==> config.mk <==
export PLATFORM = sky130hd
export DESIGN_NAME = mem_request_responder_flat
export DESIGN_NICKNAME = d
export VERILOG_FILES = /design/src/rtl/mem_request_responder_pkg.sv /design/src/rtl/mem_request_responder_if.sv /design/src/rtl/mem_request_responder_watchdog.sv /design/src/rtl/mem_request_responder.sv /design/src/flat_wrapper.sv
export SDC_FILE = /design/constraint.sdc
export NUM_CORES = 1
export LEC_CHECK = 0
export CAP_MARGIN = 0
export CORE_ASPECT_RATIO = 0.5
export CORE_UTILIZATION = 35
export CTS_CLUSTER_SIZE = 8
export DETAILED_ROUTE_END_ITERATION = 16
export GPL_TIMING_DRIVEN = 0
export PLACE_DENSITY = 0.67
export REMOVE_ABC_BUFFERS = 1
export SETUP_SLACK_MARGIN = 0.15
export SYNTH_ARGS = -nofsm -noshare
export SYNTH_HDL_FRONTEND = slang
export SYNTH_SLANG_ARGS = --single-unit
==> constraint.sdc <==
create_clock -name clk -period 3.8 [get_ports clk]
set_clock_uncertainty 0.05 [all_clocks]
set_input_delay 0.76 -clock clk [delete_from_list [all_inputs] [get_ports clk]]
set_output_delay 0.76 -clock clk [all_outputs]
set_load 0.02 [all_outputs]
Figure 1. Drive-strength map.
Drawn at 4 px/micron.
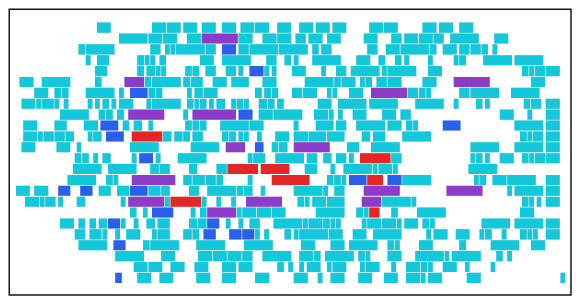
purple -> x6 and larger  # cells 15, share 2.9%
blue -> x2  # cells 22, share 4.2%
cyan -> x1 and smaller  # cells 478, share 91%
red -> x3 and x4  # cells 8, share 1.5%
Buffers, non-clock: 125
Finished Cell Area: 4950 sq um

Figure 2. Placement view.
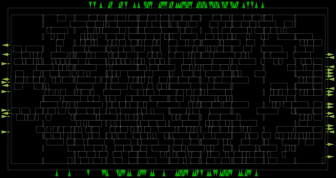
flop share of the area: 0.263
final core occ: 0.552
Placeable Area: 8980 sq um

Figure 3. I/O nets highlighted.
Drawn at 4 px/micron.
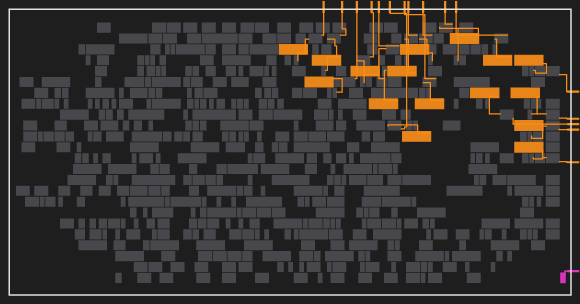
orange -> mem_memWdata  # bits 16, direction output, edge 11 top, 5 right, end cells 16, wire 358 microns
magenta -> errFlag  # bits 1, direction output, edge right, end cells 1, wire 1.50 microns
IO Port Bufs: 123
io pins: 125

Figure 4. Cell area per tile.
Drawn at 4 px/micron. 14 x 7 tiles, from dark blue (low) to red (high), 0 to 100% covered.
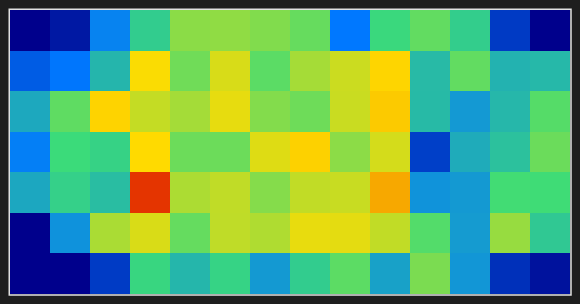
tiles over 75% full = 7.1%
nearly empty tiles = 5.1%
fullest tile = 94%
mean over tiles = 48%
fp util: 0.372

Figure 5. M1 wires.
Drawn at 6 px/micron. Supply wires on this layer in gray. Cells faint in the background.
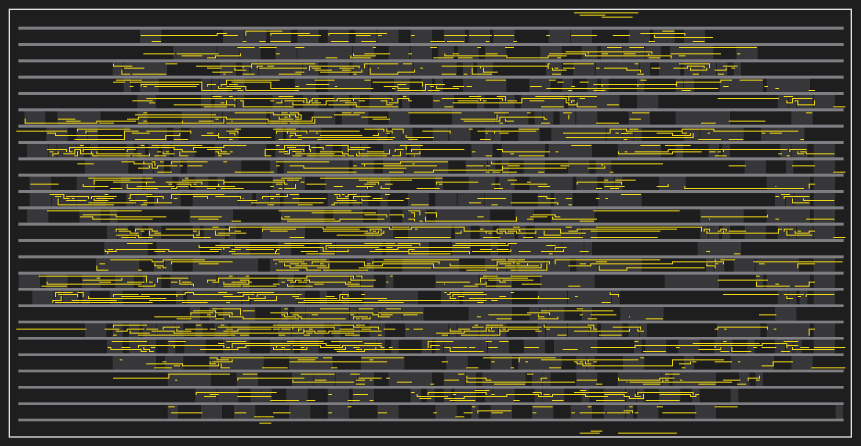
nets with wire on the layer = 534
share of all routed wire = 48%
wire length on this layer = 4,740 microns
main direction = horizontal
longest straight run = 28.5 microns
Detailed Route WL: 9.93 mm
met1 track utilization from global routing: 0.279
routed via count: 3,333

==> Slide: Implementation Results <==
Synthesis and Place & Route Summary

Status
  – Outcome: finished, final reports clean

Final layout
  – Most frequent cells in the layout: clkdlybuf4s50_1, nand2_1, dfxtp_1
  – P&R area growth vs syn: 48.4%
  – #MultiIn Comb: 309
  – Logic share of the area: 0.381
  – Non-clk invs: 9
  – Data buffer area share: 0.253
  – Nets@finish: 587
  – Clock buf count: 13

Routing
  – Vias per cell: 5.21
  – WL met2: 4.62 mm
  – Top sig layer: met4
  – DRT iter0 DRCs: 276

Critical path
  – CP startpoint kind: input port
  – Critical setup path kind: in2reg
  – Delay of the slowest critical-path stage: 710 ps
  – CP endpoint kind: flip-flop
  – Slowest CP cell: nor4_4

Placement
  – DP Area: 4590 sq um
  – Hpwl dp: 6.21 mm
  – GP Congestion: 0.737

STA
  – Worst setup margin: 428 ps
  – Final hold viol count: 0
  – Min cycle time layout: 3370 ps
  – RSZ-0062 raised after global routing: false
  – Max-slew violation count: 0

CTS
  – Clk buf depth: 2
  – Clock buffer count from CTS: 9
  – Clk slew on worst S/H paths: 60 ps

Power
  – Leakage Power: 0.00167 uW

GRT
  – Vias in the first global route: 3,117

Synthesis
  – Yosys reg bits: 65
  – Gate count after technology mapping: 413
  – Ys Warns: 0
  – Synth Cell Area: 3340 sq um
  – Top_reg_cell synth: dfxtp_1
  – Mux area share: 0.00300

Floorplan
  – Row cnt: 24
  – DIE AREA: 9950 sq um

Min path
  – Hold path depth: 2
==> where the power goes <==
part / switching (uW) / internal, uW / leakage [uW] / total, uW
sequential: 116 / 769 / 0.000528 / 885
combinational: 424 / 339 / 0.000981 / 763
clock: 294 / 624 / 0.000162 / 919
total: 834 / 1730 / 0.00167 / 2570
==> critical path: cells and delay by family <==
kind	cells	cell delay (ps)
AND/OR/NAND/NOR	2	1160
AND-OR/OR-AND	3	960
buffers and inverters	1	460
adder cells (fa/ha/maj)	1	220
==> repair_timing <==
item                       4_1_cts  5_1_grt
cloned                           1        1
resized                          1        0
setup endpoints to repair       24        2
pin swaps                        1        2
No activity file was given, so power comes from the tool's default toggle rates.
